==> config.mk <==
export PLATFORM = sky130hd
export DESIGN_NAME = bram_write_ctrl
export DESIGN_NICKNAME = d
export VERILOG_FILES = /design/src/rtl/bram_ctrl_pkg.sv /design/src/rtl/rr_arbiter2.sv /design/src/rtl/bram_write_ctrl.sv
export SDC_FILE = /design/constraint.sdc
export NUM_CORES = 1
export LEC_CHECK = 0
export CAP_MARGIN = 10
export CORE_UTILIZATION = 41
export DETAILED_ROUTE_END_ITERATION = 10
export PLACE_DENSITY = 0.76
export SYNTH_ARGS = -nofsm -noshare
export SYNTH_HDL_FRONTEND = slang
export SYNTH_SLANG_ARGS = --single-unit
==> constraint.sdc <==
create_clock -name clk_in -period 1.84 [get_ports clk_in]
set_input_delay 0.184 -clock clk_in [delete_from_list [all_inputs] [get_ports clk_in]]
set_output_delay 0.184 -clock clk_in [all_outputs]
set_load 0.02 [all_outputs]
==> src/rtl/bram_ctrl_pkg.sv <==
// Shared types and defaults for the dp_bram4096 write-side controller.
package bram_ctrl_pkg;

  localparam int unsigned DEFAULT_WIDTH = 8;

  typedef enum logic {
    CLEAR = 1'b0,
    RUN   = 1'b1
  } state_t;

endpackage

==> src/rtl/rr_arbiter2.sv <==
// Two-way round-robin grant; last_i = 1 means requester 1 won most recently.
module rr_arbiter2 (
  input  logic en_i,
  input  logic valid0_i,
  input  logic valid1_i,
  input  logic last_i,
  output logic gnt0_o,
  output logic gnt1_o
);

  always_comb begin
    gnt0_o = en_i & valid0_i & (~valid1_i | last_i);
    gnt1_o = en_i & valid1_i & (~valid0_i | ~last_i);
  end

endmodule

==> src/rtl/bram_write_ctrl.sv <==
// Owns the dp_bram4096 write port: full-memory clear sequencing plus
// round-robin sharing between two valid/ready write requesters.
module bram_write_ctrl
  import bram_ctrl_pkg::*;
#(
  parameter  int unsigned          WIDTH      = DEFAULT_WIDTH,
  parameter  logic [WIDTH-1:0]     RESET_FILL = '0,
  localparam int unsigned          DEPTH      = 4096 / WIDTH,
  localparam int unsigned          ADDRW      = $clog2(DEPTH)
) (
  input  logic             clk_in,
  input  logic             rst_n_in,
  input  logic             clear_in,
  input  logic [WIDTH-1:0] clear_val_in,
  output logic             busy_out,
  input  logic             req0_valid_in,
  input  logic [ADDRW-1:0] req0_addr_in,
  input  logic [WIDTH-1:0] req0_data_in,
  output logic             req0_ready_out,
  input  logic             req1_valid_in,
  input  logic [ADDRW-1:0] req1_addr_in,
  input  logic [WIDTH-1:0] req1_data_in,
  output logic             req1_ready_out,
  output logic             mem_en_out,
  output logic [ADDRW-1:0] mem_addr_out,
  output logic [WIDTH-1:0] mem_data_out
);

  localparam logic [ADDRW-1:0] LAST_ADDR = ADDRW'(DEPTH - 1);

  state_t           state_q;
  logic [ADDRW-1:0] cnt_q;
  logic [WIDTH-1:0] fill_q;
  logic             done_q;
  logic             last_q;
  logic             mem_en_q;
  logic [ADDRW-1:0] mem_addr_q;
  logic [WIDTH-1:0] mem_data_q;

  logic arb_en_d;
  logic gnt0_d;
  logic gnt1_d;
  logic hs_d;

  assign arb_en_d = (state_q == RUN) && !clear_in;

  rr_arbiter2 u_arb (
    .en_i     (arb_en_d),
    .valid0_i (req0_valid_in),
    .valid1_i (req1_valid_in),
    .last_i   (last_q),
    .gnt0_o   (gnt0_d),
    .gnt1_o   (gnt1_d)
  );

  assign hs_d           = gnt0_d | gnt1_d;
  assign req0_ready_out = gnt0_d;
  assign req1_ready_out = gnt1_d;
  assign busy_out       = (state_q == CLEAR);
  assign mem_en_out     = mem_en_q;
  assign mem_addr_out   = mem_addr_q;
  assign mem_data_out   = mem_data_q;

  always_ff @(posedge clk_in or negedge rst_n_in) begin
    if (!rst_n_in) begin
      state_q    <= CLEAR;
      cnt_q      <= '0;
      fill_q     <= RESET_FILL;
      done_q     <= 1'b0;
      last_q     <= 1'b1;
      mem_en_q   <= 1'b0;
      mem_addr_q <= '0;
      mem_data_q <= '0;
    end else if (clear_in) begin
      // The requesting edge already issues address 0, so the sweep continues
      // from 1 and the last clear write lands DEPTH cycles after the request.
      state_q    <= CLEAR;
      fill_q     <= clear_val_in;
      cnt_q      <= ADDRW'(1);
      done_q     <= 1'b0;
      mem_en_q   <= 1'b1;
      mem_addr_q <= '0;
      mem_data_q <= clear_val_in;
    end else begin
      case (state_q)
        CLEAR: begin
          if (done_q) begin
            state_q  <= RUN;
            done_q   <= 1'b0;
            cnt_q    <= '0;
            mem_en_q <= 1'b0;
          end else begin
            mem_en_q   <= 1'b1;
            mem_addr_q <= cnt_q;
            mem_data_q <= fill_q;
            if (cnt_q == LAST_ADDR) begin
              done_q <= 1'b1;
            end else begin
              cnt_q <= cnt_q + ADDRW'(1);
            end
          end
        end
        RUN: begin
          mem_en_q <= hs_d;
          if (gnt0_d) begin
            mem_addr_q <= req0_addr_in;
            mem_data_q <= req0_data_in;
          end else if (gnt1_d) begin
            mem_addr_q <= req1_addr_in;
            mem_data_q <= req1_data_in;
          end
          if (hs_d) begin
            last_q <= gnt1_d;
          end
        end
        default: state_q <= CLEAR;
      endcase
    end
  end

endmodule

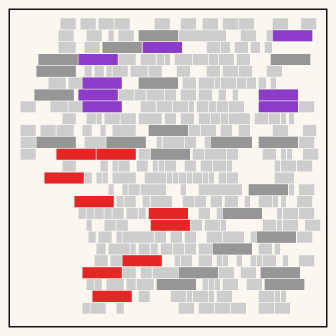
Run 1: register map, names as in the netlist
Other sequential cells in the stronger grey, the rest of the logic in the fainter grey.
- cnt_q: red (placed flops 9)
- mem_data_out: purple (placed flops 8)

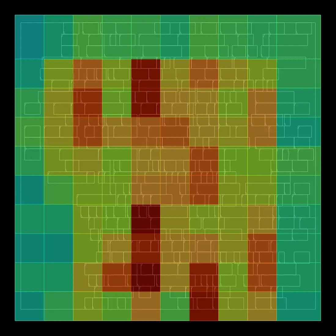
Run 1: routing congestion map
most congested layer reported by global routing: met2
GR Layer Usage met2: 0.360
met1 Track Usage GR: 0.317
final core utilization: 0.650
final routed wire length divided by cell count: 15.2 um

==> run_results.csv, run 1 <==
group,metric,value,unit
status,status,"finished, final reports clean",
final_timing,final_min_period_over_clock_period,0.963,
final_timing,timing.final.setup_violations,0,
floorplanning,width_of_the_chip,72.6,um
setup_path,setup.worst_path.class,"flip-flop to flip-flop",
detailed_routing,routed_wl,5530,um
clock_network,post_cts.repair.setup_buffers,1,
cells_and_area,dominant_logic_cell_types_in_the_final_layout,"sky130_fd_sc_hd__clkdlybuf4s50_1 (63), sky130_fd_sc_hd__dfrtp_1 (37), sky130_fd_sc_hd__nor2_1 (34), sky130_fd_sc_hd__buf_4 (27), sky130_fd_sc_hd__nand2_1 (19)",
final_timing,achievable-frequency,564,MHz
clock_network,cts_tree,"yes",
final_timing,timing_max_transition_violations_final,0,
setup_path,r2r_start,"cnt_q[1]",
detailed_routing,drt_first_iter_violations,165,
cells_and_area,biggest_area_class,"multi-input combinational cells",
synth,netlist_instances,206,
setup_path,crit_family,"simple AND/OR/NAND/NOR gates",
cells_and_area,design.final.nets,346,
cells_and_area,n_all_buffers,96,
cells_and_area,final-comb-area,0.00102,mm^2
clock_network,path_clk_slew,0.08,ns
detailed_routing,detailroute.via_count,1921,
synth,yosys_cells,206,
global_routing,via_count_of_the_first_global_routing_pass,1941,
power,p_int,0.00149,W
floorplanning,tap_cells,67,
synth,ys_dominant_reg_cell,"sky130_fd_sc_hd__dfrtp_1",
cells_and_area,sh_seq_area,0.308,
cells_and_area,final_cell_count_no_fill,365,
synth,asyncSetResetFlopFracSynth,1.00,
floorplanning,fp-row-count,25,
final_timing,holdWs,0.389,ns
run,stage_log_warnings,26,
setup_path,ff2ff_path_depth,8,
setup_path,worstReg2RegEnd,"cnt_q[7]",
synth,ys_top_cells_by_area,"sky130_fd_sc_hd__dfrtp_1 (45%), sky130_fd_sc_hd__nor2_1 (6.3%), sky130_fd_sc_hd__mux2_2 (4.4%)",
clock_network,htree_levels,2,
synth,floorplan.nets,255,
setup_path,timing.critical_path.slowest_stage_cell,"sky130_fd_sc_hd__or4_1",
cells_and_area,layout.clock.cell_area_share,0.0368,
placement,placed_cell_area,0.00292,mm^2
power,ir_drop,0.000556,V
synth,synth.ff_latch_count,38,
final_timing,final.setup.worst_slack,0.0677,ns
synth,synth_chip_area,0.00204,mm^2
synth,synth.lib_cells_used.distinct,37,
cells_and_area,clkbuf_count,5,
setup_path,critPathCaptureType,"flip-flop",
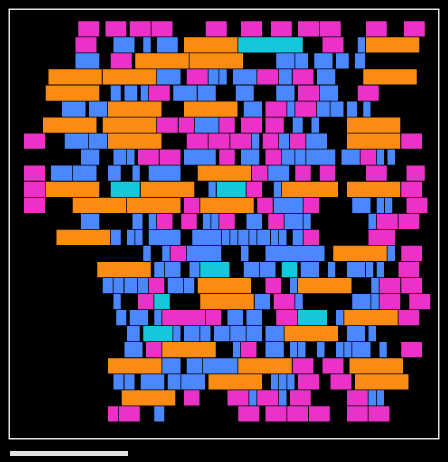
Run 1: placement by cell class
Scale bar: 20 um.
- combinational and other logic: blue (cells 156)
- other buffers and delay cells: magenta (cells 96)
- clock drivers and dummy loads: cyan (cells 8)
- flops: orange (cells 38)

run 1: synth_stat cells (2+ instances only):
master and count:
sky130_fd_sc_hd__o21ai_0 7, sky130_fd_sc_hd__dfrtp_1 37, sky130_fd_sc_hd__o41ai_1 8, sky130_fd_sc_hd__ha_1 2
sky130_fd_sc_hd__nand2b_1 2, sky130_fd_sc_hd__or4_1 2, sky130_fd_sc_hd__nand2b_4 2, sky130_fd_sc_hd__o22ai_1 3
sky130_fd_sc_hd__buf_6 3, sky130_fd_sc_hd__a31oi_1 6, sky130_fd_sc_hd__nand3_1 3, sky130_fd_sc_hd__a21oi_2 2
sky130_fd_sc_hd__and4_1 6, sky130_fd_sc_hd__mux2i_1 3, sky130_fd_sc_hd__buf_4 2, sky130_fd_sc_hd__nor2_1 34
sky130_fd_sc_hd__a21boi_0 9, sky130_fd_sc_hd__a221oi_1 7, sky130_fd_sc_hd__a21oi_1 13, sky130_fd_sc_hd__nand2_1 19
sky130_fd_sc_hd__mux2_2 8, sky130_fd_sc_hd__or3_1 4, sky130_fd_sc_hd__o31ai_1 2, sky130_fd_sc_hd__buf_2 6
sky130_fd_sc_hd__inv_1 4
run 1: layer usage:
metal / global-route usage / vias to the layer above / share of wire / routed length (um)
met5: 0 / - / 0 / 0
met4: 0.0763 / 0 / 0.021 / 115
met3: 0.0431 / 13 / 0.060 / 331
met2: 0.360 / 64 / 0.47 / 2600
met1: 0.317 / 903 / 0.45 / 2480
li1: - / 941 / - / -
run 1: kinds of logic after synthesis:
| kind of cell | synth area share |
|---|---|
| buffers and inverters | 0.0497 |
| multiplexers | 0.0589 |
| adder cells (fa/ha/maj) | 0.0123 |
| flip-flops | 0.467 |
| AND-OR/OR-AND | 0.231 |
| AND/OR/NAND/NOR | 0.182 |
==> run 1 -> run 2 <==
--- a/config.mk
+++ b/config.mk
@@ -6,9 +6,9 @@
 export NUM_CORES = 1
 export LEC_CHECK = 0
 export CAP_MARGIN = 10
-export CORE_UTILIZATION = 41
+export CORE_UTILIZATION = 40
 export DETAILED_ROUTE_END_ITERATION = 10
-export PLACE_DENSITY = 0.76
+export PLACE_DENSITY = 0.74
 export SYNTH_ARGS = -nofsm -noshare
 export SYNTH_HDL_FRONTEND = slang
 export SYNTH_SLANG_ARGS = --single-unit
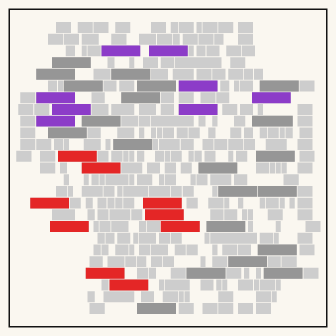
Run 2: register map, names as in the netlist
Other sequential cells in the stronger grey, the rest of the logic in the fainter grey.
- cnt_q: red (placed flops 9)
- mem_data_out: purple (placed flops 8)
- not coloured: 21

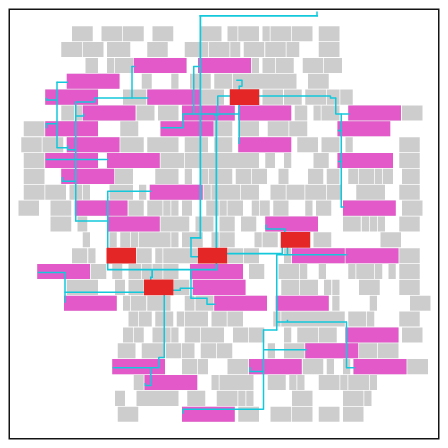
Run 2: routed clock nets over the placement
- clock wires: cyan (length 484 um)
- flip-flops: magenta (count 38)
- clock drivers: red (count 5)
- flops lie: spread over the die

==> run_results.csv, run 2 <==
group,metric,value,unit
synth,ys_top_cells_by_area,"sky130_fd_sc_hd__dfrtp_1 (45%), sky130_fd_sc_hd__nor2_1 (6.3%), sky130_fd_sc_hd__mux2_2 (4.4%)",
placement,placed_cell_area,0.00290,mm^2
detailed_routing,routed_wl,5510,um
detailed_routing,wl_per_cell,15.1,um
setup_path,ff2ff_path_depth,8,
cells_and_area,final_cell_count_no_fill,365,
power,p_switching,0.000493,W
synth,synth_chip_area,0.00204,mm^2
setup_path,critPathRequiredTime,2.05,ns
global_routing,via_count_of_the_first_global_routing_pass,1864,
floorplanning,tap_cells,67,
setup_path,critical_path.n_buffers_inverters,0,
setup_path,crit_family,"simple AND/OR/NAND/NOR gates",
cells_and_area,post-route-util,0.649,
clock_network,clk_latency,0.29,ns
power,pwr-share-seq,0.429,
detailed_routing,detailroute.via_count,1948,
cells_and_area,biggest_area_class,"multi-input combinational cells",
setup_path,setup.worst_path.class,"flip-flop to flip-flop",
setup_path,worstSetupStartpointType,"flip-flop",
floorplanning,coreArea,0.00482,mm^2
cells_and_area,layout.non_clock_inverters,5,
cells_and_area,design.final.nets,346,
cells_and_area,sh_seq_area,0.305,
power,ir_drop,0.000450,V
setup_path,reg2reg_setup_slack,0.06,ns
power,p_int,0.00164,W
floorplanning,width_of_the_chip,73.4,um
cells_and_area,fraction_of_layout_instances_using_a_drive_strength_above_1,0.221,
final_timing,timing_max_transition_violations_final,0,
placement,dpl_wire_length,4000,um
synth,netlist_instances,206,
cells_and_area,syn_to_final_growth,53.2,%
cells_and_area,clkbuf_count,5,
setup_path,critPathCaptureType,"flip-flop",
synth,synth.most_common_cell,"sky130_fd_sc_hd__dfrtp_1",
synth,asyncSetResetFlopFracSynth,1.00,
setup_path,worstReg2RegEnd,"cnt_q[5]",
synth,ranking_of_synthesized_cells_by_instance_count,"sky130_fd_sc_hd__dfrtp_1 (37), sky130_fd_sc_hd__nor2_1 (34), sky130_fd_sc_hd__nand2_1 (19)",
cells_and_area,n_all_buffers,96,
global_routing,pin_count_of_the_biggest_net_entering_global_routing,24,
status,status,"finished, final reports clean",
cells_and_area,dominant_logic_cell_types_in_the_final_layout,"sky130_fd_sc_hd__clkdlybuf4s50_1 (63), sky130_fd_sc_hd__dfrtp_1 (37), sky130_fd_sc_hd__nor2_1 (34), sky130_fd_sc_hd__buf_4 (25), sky130_fd_sc_hd__nand2_1 (19)",
clock_network,htree_levels,2,
cells_and_area,layout.clock.cell_area_share,0.0440,
synth,synth.ff_latch_count,38,
final_timing,timing.final.setup_violations,0,
cells_and_area,final-comb-area,0.00103,mm^2
clock_network,path_clk_slew,0.08,ns
run,stage_log_warnings,26,
hold_path,holdCritPathClass,"input pin to async pin",
final_timing,final_min_period_over_clock_period,0.968,
floorplanning,fp-row-count,25,
setup_path,r2r_start,"cnt_q[0]",
synth,yosys_cells,206,
synth,synth.lib_cells_used.distinct,37,
clock_network,cts_tree,"yes",
synth,floorplan.nets,255,
setup_path,timing.critical_path.slowest_stage_cell,"sky130_fd_sc_hd__or4_1",
placement,i_o_buffers,67,
final_timing,achievable-frequency,561,MHz
final_timing,timing.max_slew.rel_slack,0.642,
synth,ys_dominant_reg_cell,"sky130_fd_sc_hd__dfrtp_1",
## run 2: cell counts after synthesis
No cell type changed its count.
## run 2: per-layer routing
metal	vias to the layer above	GRT usage	part of all wire
li1	947	-	-
met1	938	0.305	0.48
met2	52	0.333	0.47
met3	11	0.0398	0.035
met4	0	0.0876	0.023
met5	-	0	0
## run 2: power groups by stage
stage,sequential [W],combinational [W],clock (W)
after floorplan,0.000958,0.000101,0
after global placement,0.000928,0.000345,0
after detailed placement,0.000931,0.000349,0
after CTS,0.000914,0.000357,0.000866
after global routing,0.000921,0.000389,0.000902
final,0.000915,0.000361,0.000857
## run 2: timing repair
item,CTS,global route
endpoints found under the hold margin,19,0
pin swaps,2,7
gates resized,5,11
hold buffers,1,0
endpoints found under the setup margin,5,5
setup buffers,4,1
## run 2: per-stage QoR
step / hold slack [ns] / power, W / setup slack [ns] / setup TNS, ns
after global placement: 0.163 / 0.00127 / -0.0575 / -0.271
after detailed placement: 0.165 / 0.00128 / -0.106 / -0.521
after global routing: 0.443 / 0.00221 / -0.00901 / -0.00901
after floorplan: -0.112 / 0.00106 / 0.0373 / 0
after CTS: 0.384 / 0.00214 / 0.0133 / 0
final: 0.377 / 0.00213 / 0.0583 / 0
## run 2: worst max-delay path by stage
stage	from	endpoint	slack, ns	cells past startpoint
floorplan	cnt_q[0]	cnt_q[5]	0.04	8
global placement	clear_in	req1_ready_out	-0.06	5
detailed placement	clear_in	cnt_q[5]	-0.11	5
CTS	cnt_q[0]	cnt_q[5]	0.01	8
global route	cnt_q[0]	cnt_q[5]	-0.009	8
finish	cnt_q[0]	cnt_q[5]	0.06	8
## run 2: kinds of logic after synthesis
family / share of synthesized area
compound gates: 0.231
fa+ha+maj: 0.0123
buf+inv: 0.0497
flops: 0.467
mux: 0.0589
simple gates: 0.182
==> run 2 -> run 3 <==
--- a/config.mk
+++ b/config.mk
@@ -6,9 +6,11 @@
 export NUM_CORES = 1
 export LEC_CHECK = 0
 export CAP_MARGIN = 10
+export CORE_ASPECT_RATIO = 0.75
 export CORE_UTILIZATION = 40
 export DETAILED_ROUTE_END_ITERATION = 10
 export PLACE_DENSITY = 0.74
+export RECOVER_POWER = 25
 export SYNTH_ARGS = -nofsm -noshare
 export SYNTH_HDL_FRONTEND = slang
 export SYNTH_SLANG_ARGS = --single-unit
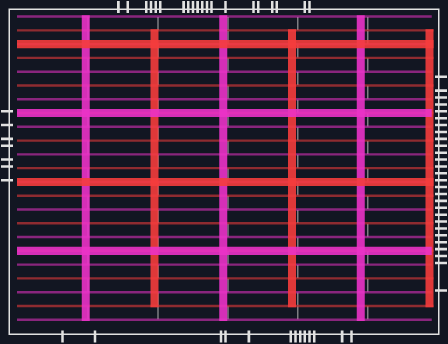
Run 3: supply network
Pins as bars on the die edge. Tap cells in grey.
- VSS: magenta
- VDD: red
- met1 rails: 23
- signal pins: 68
- met4 straps: 6
vertical die dimension: 63.9 um
width of the chip: 84.5 um
peak ir drop on the vdd network: 0.000440 V
area of the core: 0.00490 mm^2

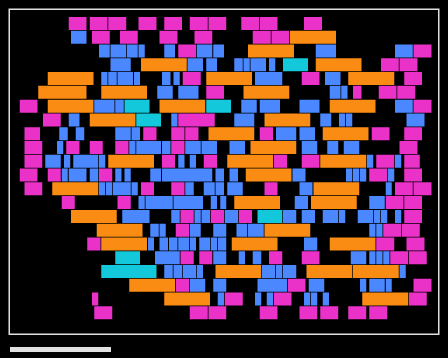
Run 3: placement by cell class
Scale bar: 20 um.
- combinational and other logic: blue (cells 156)
- other buffers and delay cells: magenta (cells 97)
- flops: orange (cells 38)
- clock drivers and dummy loads: cyan (cells 7)

==> run_results.csv, run 3 <==
group,metric,value,unit
status,status,"complete, but fails checks",
status,violations,"DRC",
floorplanning,fp-row-count,22,
cells_and_area,final_cell_count_no_fill,358,
global_routing,pin_count_of_the_biggest_net_entering_global_routing,23,
synth,ys_dominant_reg_cell,"sky130_fd_sc_hd__dfrtp_1",
setup_path,setup.worst_path.class,"flip-flop to flip-flop",
cells_and_area,clkbuf_count,6,
setup_path,ff2ff_path_depth,8,
cells_and_area,syn_to_final_growth,50.6,%
setup_path,setup.worst_path.start,"cnt_q[0]",
power,power-top-group,"registers",
synth,ys_top_cells_by_area,"sky130_fd_sc_hd__dfrtp_1 (45%), sky130_fd_sc_hd__nor2_1 (6.3%), sky130_fd_sc_hd__mux2_2 (4.4%)",
placement,i_o_buffers,67,
detailed_routing,routed_wl,5630,um
cells_and_area,fraction_of_layout_instances_using_a_drive_strength_above_1,0.205,
detailed_routing,remaining_drc_errors,6,
power,seq_cell_power,0.000915,W
synth,synth.most_common_cell,"sky130_fd_sc_hd__dfrtp_1",
floorplanning,tap_cells,60,
cells_and_area,layout.non_clock_inverters,5,
cells_and_area,sh_seq_area,0.310,
setup_path,worstSetupStartpointType,"flip-flop",
setup_path,critPathRequiredTime,2.05,ns
detailed_routing,detailroute.via_count,1983,
cells_and_area,design.final.nets,347,
clock_network,htree_levels,2,
clock_network,path_clk_slew,0.07,ns
cells_and_area,biggest_area_class,"multi-input combinational cells",
hold_path,holdCritPathClass,"flip-flop to flip-flop",
synth,ranking_of_synthesized_cells_by_instance_count,"sky130_fd_sc_hd__dfrtp_1 (37), sky130_fd_sc_hd__nor2_1 (34), sky130_fd_sc_hd__nand2_1 (19)",
setup_path,crit_path_end,"cnt_q[7]",
synth,netlist_instances,206,
synth,asyncSetResetFlopFracSynth,1.00,
final_timing,setup_tns_after_final_layout,0,ns
power,pwr-share-seq,0.462,
final_timing,timing_max_transition_violations_final,0,
synth,synth.ff_latch_count,38,
cells_and_area,layout.clock.cell_area_share,0.0366,
setup_path,critPathCaptureType,"flip-flop",
global_routing,via_count_of_the_first_global_routing_pass,1892,
power,p_int,0.00152,W
clock_network,clk_latency,0.29,ns
detailed_routing,wl_per_cell,15.7,um
setup_path,reg2reg_setup_slack,0.07,ns
placement,dpl_wire_length,4210,um
final_timing,timing.final.setup_violations,0,
power,p_switching,0.000458,W
## run 3: cell types whose count changed in the layout (fill, tap and decap cells not counted), moves of 2 or more
cell	delta
sky130_fd_sc_hd__or3_4	-2
sky130_fd_sc_hd__buf_4	+2
sky130_fd_sc_hd__buf_6	-2
sky130_fd_sc_hd__or3_1	+2
## run 3: routing by layer
metal	up-vias	track usage	wire length (um)
li1	944	-	-
met1	954	0.324	2670
met2	81	0.333	2490
met3	4	0.0556	399
met4	0	0.0742	65
met5	-	0	0
## run 3: critical path: stages, from the launching register on
cell and delay, ns:
sky130_fd_sc_hd__dfrtp_1 0.38, sky130_fd_sc_hd__ha_2 0.19, sky130_fd_sc_hd__nand3_1 0.07, sky130_fd_sc_hd__nor2_1 0.05
sky130_fd_sc_hd__ha_2 0.20, sky130_fd_sc_hd__nand2b_4 0.09, sky130_fd_sc_hd__a21oi_4 0.08, sky130_fd_sc_hd__or4_1 0.49
sky130_fd_sc_hd__a21oi_1 0.15
## run 3: per-stage QoR
stage / area [um^2] / setup slack (ns) / utilization / hold slack (ns) / total power (W)
detailed placement: 2910 / -0.0293 / 0.595 / 0.181 / 0.00128
finish: 3070 / 0.0688 / 0.627 / 0.483 / 0.00198
global placement: 2910 / 0.0487 / 0.595 / 0.182 / 0.00127
floorplan: 2040 / 0.0373 / - / -0.112 / 0.00106
global route: 3070 / 0.00866 / 0.627 / 0.502 / 0.00208
CTS: 3060 / 0.0280 / 0.624 / 0.403 / 0.00200
## run 3: kinds of logic after synthesis
| kind of cell | count (synthesis) | synth area share |
|---|---|---|
| DFF | 38 | 0.467 |
| muxes | 11 | 0.0589 |
| adders and majority gates | 2 | 0.0123 |
| and+or+nand+nor | 75 | 0.182 |
| AOI/OAI and AO/OA | 63 | 0.231 |
| buffers and inverters | 17 | 0.0497 |
Power and IR drop assume default switching activity.
